$ cat config.mk
export PLATFORM = sky130hd
export DESIGN_NAME = cpu_sequencer
export DESIGN_NICKNAME = d
export VERILOG_FILES = /design/src/rtl/luna_pkg.sv /design/src/rtl/hack_alu.sv /design/src/rtl/cpu_sequencer.sv
export SDC_FILE = /design/constraint.sdc
export NUM_CORES = 1
export LEC_CHECK = 0
export CAP_MARGIN = 20
export CORE_AREA = 2 2 132 134
export CTS_CLUSTER_DIAMETER = 60
export DETAILED_ROUTE_END_ITERATION = 7
export DIE_AREA = 0 0 134 136
export GPL_TIMING_DRIVEN = 0
export PLACE_DENSITY = 0.49
export SLEW_MARGIN = 25
export SYNTH_ARGS = -nofsm -noshare
export SYNTH_HDL_FRONTEND = slang
export SYNTH_SLANG_ARGS = --single-unit
$ cat constraint.sdc
create_clock -name wrbk_clk -period 12.85 [get_ports wrbk_clk]
set_clock_uncertainty 0.15 [all_clocks]
set_input_delay 2.57 -clock wrbk_clk [delete_from_list [all_inputs] [get_ports wrbk_clk]]
set_output_delay 2.57 -clock wrbk_clk [all_outputs]
set_load 0.02 [all_outputs]
$ cat src/rtl/luna_pkg.sv
// Shared encodings for the Hack-style sequencer: FSM states, instruction
// field positions, destination/jump bit indices and ALU control bit names.
package luna_pkg;

  typedef enum logic [2:0] {
    FETCH,
    DECODE,
    MWAIT,
    WB,
    HALT
  } seq_state_t;

  // Instruction word fields
  localparam int INSTR_TYPE = 15;
  localparam int INSTR_A    = 12;
  localparam int COMP_HI    = 11;
  localparam int COMP_LO    = 6;

  // Destination bits (A, D, M)
  localparam int DEST_A = 5;
  localparam int DEST_D = 4;
  localparam int DEST_M = 3;

  // Jump condition bits (lt, eq, gt)
  localparam int JMP_LT = 2;
  localparam int JMP_EQ = 1;
  localparam int JMP_GT = 0;

  // ALU control bit positions within the 6-bit comp field
  localparam int ALU_ZX = 5;
  localparam int ALU_NX = 4;
  localparam int ALU_ZY = 3;
  localparam int ALU_NY = 2;
  localparam int ALU_F  = 1;
  localparam int ALU_NO = 0;

endpackage

$ cat src/rtl/hack_alu.sv
// Combinational Hack ALU: optional zero/negate on each operand, add or AND,
// optional output negate, with zero and negative flags. 16-bit wrap.
module hack_alu (
  input  logic [15:0] x,
  input  logic [15:0] y,
  input  logic        zx,
  input  logic        nx,
  input  logic        zy,
  input  logic        ny,
  input  logic        f,
  input  logic        no,
  output logic [15:0] out,
  output logic        zr,
  output logic        ng
);

  logic [15:0] x_z;
  logic [15:0] x_n;
  logic [15:0] y_z;
  logic [15:0] y_n;
  logic [15:0] res;

  assign x_z = zx ? 16'h0000 : x;
  assign x_n = nx ? ~x_z : x_z;
  assign y_z = zy ? 16'h0000 : y;
  assign y_n = ny ? ~y_z : y_z;
  assign res = f ? (x_n + y_n) : (x_n & y_n);
  assign out = no ? ~res : res;
  assign zr  = (out == 16'h0000);
  assign ng  = out[15];

endmodule

$ cat src/rtl/cpu_sequencer.sv
// Multi-cycle fetch/decode/execute sequencer driving the A/D/M writeback
// strobes of memory_controller; owns the program counter and jump logic.
module cpu_sequencer #(
  parameter int PC_W  = 15,
  parameter int M_LAT = 2
) (
  input  logic            wrbk_clk,
  input  logic            rst,
  input  logic            run,
  output logic [PC_W-1:0] rom_addr,
  input  logic [15:0]     rom_data,
  input  logic [15:0]     reg_a_in,
  input  logic [15:0]     reg_d_in,
  input  logic [15:0]     reg_m_in,
  output logic [15:0]     data_out,
  output logic            reg_a_en,
  output logic            reg_d_en,
  output logic            reg_m_en,
  output logic [PC_W-1:0] pc,
  output logic            halted
);
  import luna_pkg::*;

  seq_state_t      state_reg;
  logic [15:0]     instr_reg;
  logic [2:0]      cnt_reg;
  logic [PC_W-1:0] pc_reg;
  logic [15:0]     data_out_reg;
  logic            reg_a_en_reg;
  logic            reg_d_en_reg;
  logic            reg_m_en_reg;
  logic            halted_reg;

  logic [5:0]      comp;
  logic [15:0]     alu_y;
  logic [15:0]     alu_out;
  logic            alu_zr;
  logic            alu_ng;
  logic            jump_take;

  assign comp  = instr_reg[COMP_HI:COMP_LO];
  assign alu_y = instr_reg[INSTR_A] ? reg_m_in : reg_a_in;

  hack_alu u_alu (
    .x   (reg_d_in),
    .y   (alu_y),
    .zx  (comp[ALU_ZX]),
    .nx  (comp[ALU_NX]),
    .zy  (comp[ALU_ZY]),
    .ny  (comp[ALU_NY]),
    .f   (comp[ALU_F]),
    .no  (comp[ALU_NO]),
    .out (alu_out),
    .zr  (alu_zr),
    .ng  (alu_ng)
  );

  assign jump_take = (instr_reg[JMP_LT] & alu_ng)
                   | (instr_reg[JMP_EQ] & alu_zr)
                   | (instr_reg[JMP_GT] & ~alu_ng & ~alu_zr);

  // The sync ROM presents ROM[pc] one cycle after FETCH, so the word is
  // classified and captured during DECODE.
  always_ff @(posedge wrbk_clk) begin
    if (rst) begin
      state_reg    <= FETCH;
      instr_reg    <= 16'h0000;
      cnt_reg      <= 3'd0;
      pc_reg       <= '0;
      data_out_reg <= 16'h0000;
      reg_a_en_reg <= 1'b0;
      reg_d_en_reg <= 1'b0;
      reg_m_en_reg <= 1'b0;
      halted_reg   <= 1'b0;
    end else begin
      reg_a_en_reg <= 1'b0;
      reg_d_en_reg <= 1'b0;
      reg_m_en_reg <= 1'b0;
      case (state_reg)
        FETCH: state_reg <= DECODE;
        DECODE: begin
          instr_reg <= rom_data;
          if (rom_data[INSTR_TYPE] && rom_data[INSTR_A] && (M_LAT > 0)) begin
            cnt_reg   <= 3'(M_LAT - 1);
            state_reg <= MWAIT;
          end else begin
            state_reg <= WB;
          end
        end
        MWAIT: begin
          if (cnt_reg == 3'd0) state_reg <= WB;
          else                 cnt_reg   <= cnt_reg - 3'd1;
        end
        WB: begin
          if (!instr_reg[INSTR_TYPE]) begin
            data_out_reg <= {1'b0, instr_reg[14:0]};
            reg_a_en_reg <= 1'b1;
            pc_reg       <= pc_reg + 1'b1;
          end else begin
            // Jump target is the A value seen before this writeback lands.
            data_out_reg <= alu_out;
            reg_a_en_reg <= instr_reg[DEST_A];
            reg_d_en_reg <= instr_reg[DEST_D];
            reg_m_en_reg <= instr_reg[DEST_M];
            pc_reg       <= jump_take ? reg_a_in[PC_W-1:0] : pc_reg + 1'b1;
          end
          if (run) begin
            state_reg <= FETCH;
          end else begin
            state_reg  <= HALT;
            halted_reg <= 1'b1;
          end
        end
        HALT: begin
          if (run) begin
            state_reg  <= FETCH;
            halted_reg <= 1'b0;
          end
        end
        default: state_reg <= FETCH;
      endcase
    end
  end

  assign rom_addr = pc_reg;
  assign pc       = pc_reg;
  assign data_out = data_out_reg;
  assign reg_a_en = reg_a_en_reg;
  assign reg_d_en = reg_d_en_reg;
  assign reg_m_en = reg_m_en_reg;
  assign halted   = halted_reg;

endmodule
### Clock wiring as the flow saved it

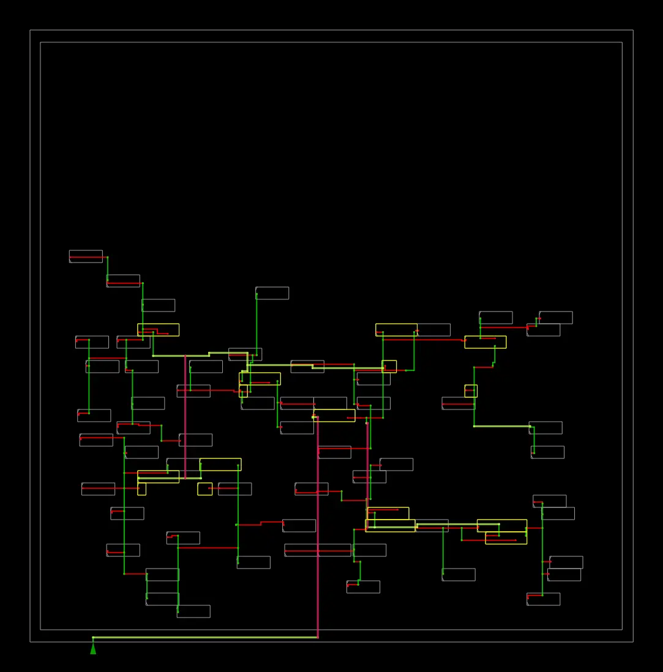
clock buffer instance count of the final layout: 9
Clock group: 260 uW
final sequential cell count: 57
Inserted Clock Buffers: 9

### Sequential cells colored by netlist name

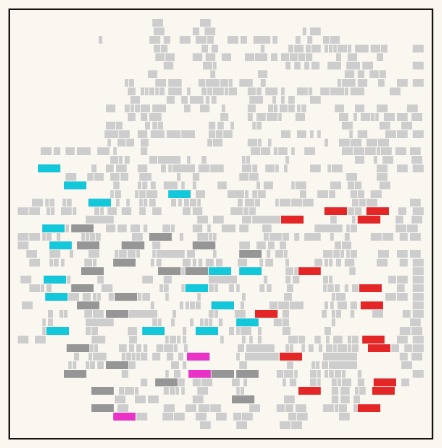
color	signal	sequential cells
magenta	`state_reg`	3
red	`pc`	15
cyan	`instr_reg`	16
not colored	23

### Logic cells by family

Scale bar: 50 um.
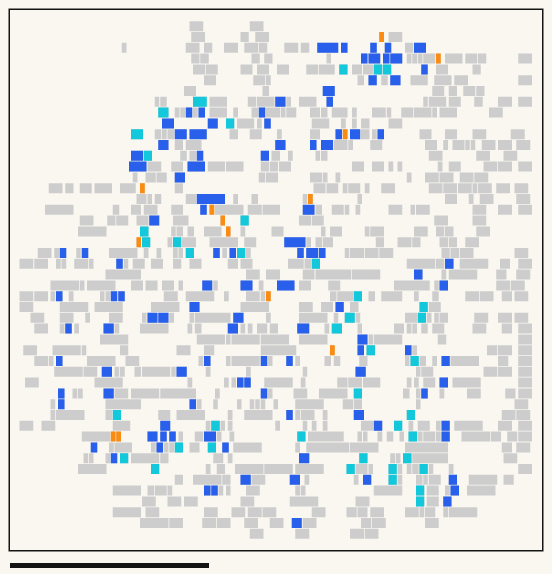
color	family	cells
orange	inv cells	13
blue	aoi and oai cells	111
cyan	and/or cells	41

==> flow_metrics.rpt <==
=== SYNTHESIS / PLACE & ROUTE SUMMARY ===
----------------------------------------------------
[Pwr]
  LEAKAGE ........................ around 2.5 nW
  Internal ........................ 558 uW
  Areal power density over the cells ........................ about 140 mW/mm^2
  Power in sequential cells ........................ about 220 uW
  Clock power share ........................ approximately 28%
  Net switching power figure ........................ 372 uW
  Maximum resistive drop on vdd ........................ roughly 0.065 mV
  Part of the total power dissipated in combinational logic ........................ a little under 50%
  Power dissipated in combinational cells ........................ around 450 uW
  Part of the power in registers ........................ 23.3%
  Tot Pwr ........................ a little over 900 uW
  Switching part of the total power ........................ approximately 40%

[Route]
  Via/cell ratio ........................ 5.13
  Starting DRC count in detailed routing ........................ around 340
  Iteration tally of the first detailed-router pass ........................ 5
  Met1 WL ........................ approximately 8.4 mm
  Final Routed Wirelength ........................ approximately 18 mm
  Routed length per instance ........................ between 15 and 20 um
  Top routing layer in use ........................ met4
  Vias ........................ 5191
  Met2 layer wire length in the routed design ........................ approximately 8.0 mm
  Final routed DRC violation total ........................ 0

[Synth]
  Mapped Nets ........................ approximately 740
  Synth warnings ........................ 0
  Arithmetic-cell share of the synthesized area counting full adders, half adders and majority gates ........................ under 10%
  Area share of and-or/or-and cells after synthesis ........................ a little over a fifth
  Synthesis-stage register bit count ........................ approximately 57
  Post-synthesis cell area ........................ 0.00493 sq mm
  Most used DFF post-synth ........................ sky130_fd_sc_hd__dfxtp_1
  Area share of and/or/nand/nor cells after synthesis ........................ approximately 27%
  Area contributors post-synth ........................ sky130_fd_sc_hd__dfxtp_1 (23%), sky130_fd_sc_hd__nand2_1 (6.7%), sky130_fd_sc_hd__mux2i_1 (6.3%)
  Post-synth top cells ........................ sky130_fd_sc_hd__nand2_1 (88), sky130_fd_sc_hd__nor2_1 (63), sky130_fd_sc_hd__dfxtp_1 (57), sky130_fd_sc_hd__a21oi_1 (37)
  Proportion of synthesized flip-flops having asynchronous set or reset ........................ 0%
  Sequential element share of the synthesized area ........................ 23.2%
  Main logic family after synthesis ........................ simple AND/OR/NAND/NOR gates
  Cell accounting for the most synthesized area ........................ sky130_fd_sc_hd__dfxtp_1
  Most frequent cell after synthesis ........................ sky130_fd_sc_hd__nand2_1
  Synthesized chip area reported by yosys ........................ around 0.005 sq mm
  Post-synth EDFFs ........................ 0
  Cells after Synth ........................ roughly 650
  Synth Area per Inst ........................ about 7.5 sq um
  Mux share ........................ roughly 6.8%
  Count of cell types in the netlist ........................ 66
  Share of the synthesized netlist area taken by xor and xnor gates ........................ under 10%

[Worst setup path]
  Required time worst endpoint ........................ about 13 ns
  Sort of element at the end of the critical path ........................ register
  Cell type of the slowest stage on the worst timing path ........................ sky130_fd_sc_hd__clkdlybuf4s50_1
  Critical Path Start Type ........................ input port
  Setup crit end ........................ pc[4]
  Crit-path leading delay family ........................ AND-OR/OR-AND gates
  R2R Path End ........................ pc[4]
  Critical path class ........................ in2reg
  Critical Path Start ........................ reg_a_in[2]
  Worst setup slack for register-to-register paths ........................ between 7 and 8 ns
  Critical-path maximum fanout ........................ 10
  Count of cells along the worst register-to-register path ........................ 18
  Origin of the critical flop-to-flop path ........................ instr_reg[12]
  Slowest cell delay on critical path ........................ between 0.5 and 0.6 ns
  Critical path cell sequence ........................ clkdlybuf4s50_1 > mux2i_1 > nor2_1 > xor2_1 > ha_1 > o211ai_2 > o211ai_2 > a221o_1 > a211oi_1 > xnor2_1 > mux2i_1 > xnor2_1 > o21a_1 > clkbuf_1 > buf_2 > nand4_1 > a31oi_1
  Levels on crit path ........................ 17
  Critical path buffers and inverters ........................ 3
  CP Data Arrival Time ........................ between 7 and 8 ns

[CTS]
  Clock-pin slew of the registers on the worst-case setup and hold paths ........................ approximately 0.05 ns
  Hold buffer count at CTS ........................ 0
  Number of buffers between clock root and the deepest sink ........................ 2
  Number of H-tree levels ........................ 3
  # resized after CTS ........................ 0
  Number of post-CTS setup repair buffers ........................ 0
  TritonCTS clock tree ........................ built
  Number of sinks driven by the clock tree ........................ approximately 57
  CTS root buffer ........................ sky130_fd_sc_hd__clkbuf_16

[Global routing]
  Pin count of the biggest net entering global routing ........................ 12
  Initial antenna violation count ........................ 0
  Grt ovf ........................ 0
  GRT met2 Usage ........................ 32.0%
  First-pass GRT wire length ........................ 27.2 mm
  Gr usage total ........................ 19.3%
  GR met1 Demand/Resource ........................ roughly a quarter
  Number of global-route vias before repair ........................ 4943
  Global routing usage on met3 ........................ ~3.7%

[Hold path]
  Hold worst-path end ........................ instr_reg[14]
  Type of the tightest min-delay check ........................ reg2reg
  Number of instances on the worst hold path ........................ 2

[Timing]
  Final Worst Setup Slack ........................ roughly 5.8 ns
  Setup tns final ........................ 0 ns
  Hold_ws ........................ 0.313 ns
  RSZ-0062 raised after global routing ........................ false
  Final critical delay including setup and external delays ........................ 7.09 ns
  Tcrit/Tclk final ........................ between 50% and 60%
  Max-slew headroom at the worst pin ........................ just over 50%
  Fmax ........................ around 140 MHz
  Final setup violating endpoints ........................ 0
  Number of pins exceeding their max-slew limit in the final report ........................ 0
  Worst slew pin tran ........................ just over 0.7 ns
  Final tally of hold violations ........................ 0

[Floorplan]
  Tap cells ........................ 225
  Vertical extent of the die ........................ 136 um
  Die outline width ........................ between 100 and 150 um
  I/O Pins ........................ ~120
  Core outline area ........................ around 0.017 sq mm
  Row cnt ........................ about 48

[Final layout]
  Logic cell area ........................ between 0.003 and 0.004 sq mm
  Non-clock buffers, area share ........................ 22.3%
  Clock-cell share of area ........................ 4.79%
  Tally of non-filler cells in the final layout ........................ approximately 1000
  Final Instance Area ........................ around 0.0067 sq mm
  Most common cell after layout, fill and taps aside ........................ sky130_fd_sc_hd__clkdlybuf4s50_1
  Number of ordinary inverters in the final layout ........................ 13
  Net count reported at finish ........................ just under 900
  Bufs w/o clock ........................ between 150 and 200
  Top cells excl fill/tap ........................ sky130_fd_sc_hd__clkdlybuf4s50_1 (116), sky130_fd_sc_hd__nand2_1 (88), sky130_fd_sc_hd__nor2_1 (63), sky130_fd_sc_hd__dfxtp_1 (57), sky130_fd_sc_hd__a21oi_1 (37)
  Cell kind with the greatest summed area ........................ multi-input combinational cells
  Fill cells ........................ between 1500 and 2000
  Number of diodes ........................ 0
  Synth-to-layout area growth ........................ 35.8%

[Job]
  Tally of max-capacitance violations ........................ 0
  Tool warnings ........................ 27

[Outcome]
  Result of the run ........................ finished, final reports clean

[Place]
  HPWL after detailed placement ........................ 13.9 mm
  Tally of buffers added on design ports ........................ around 120
  Number of instances in the placed design ........................ a little under 1000
  Total cell area at the placement stage ........................ ~0.0064 sq mm

----------------------------------------------------
### Wiring by layer

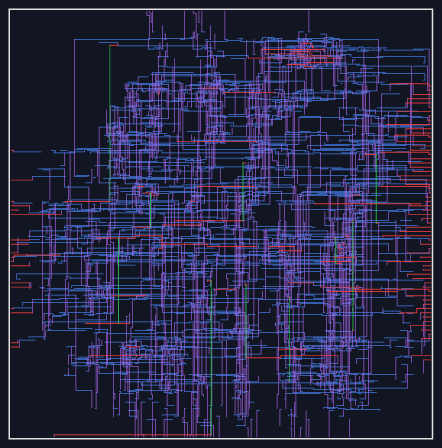
color	layer	wire length
green	M4	269 um
purple	M2	8040 um
blue	M1	8420 um
red	M3	1020 um

### Ports around the boundary

Pins as bars across the die edge, other pins in gray.
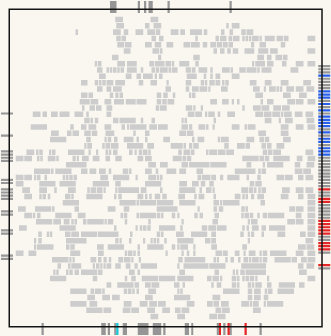
color	port	pins	direction	edge
red	`pc`	15	output	12 right, 3 bottom
cyan	`reg_a_en`	1	output	bottom
blue	`reg_m_in`	16	input	right

Power and IR drop assume default switching activity.
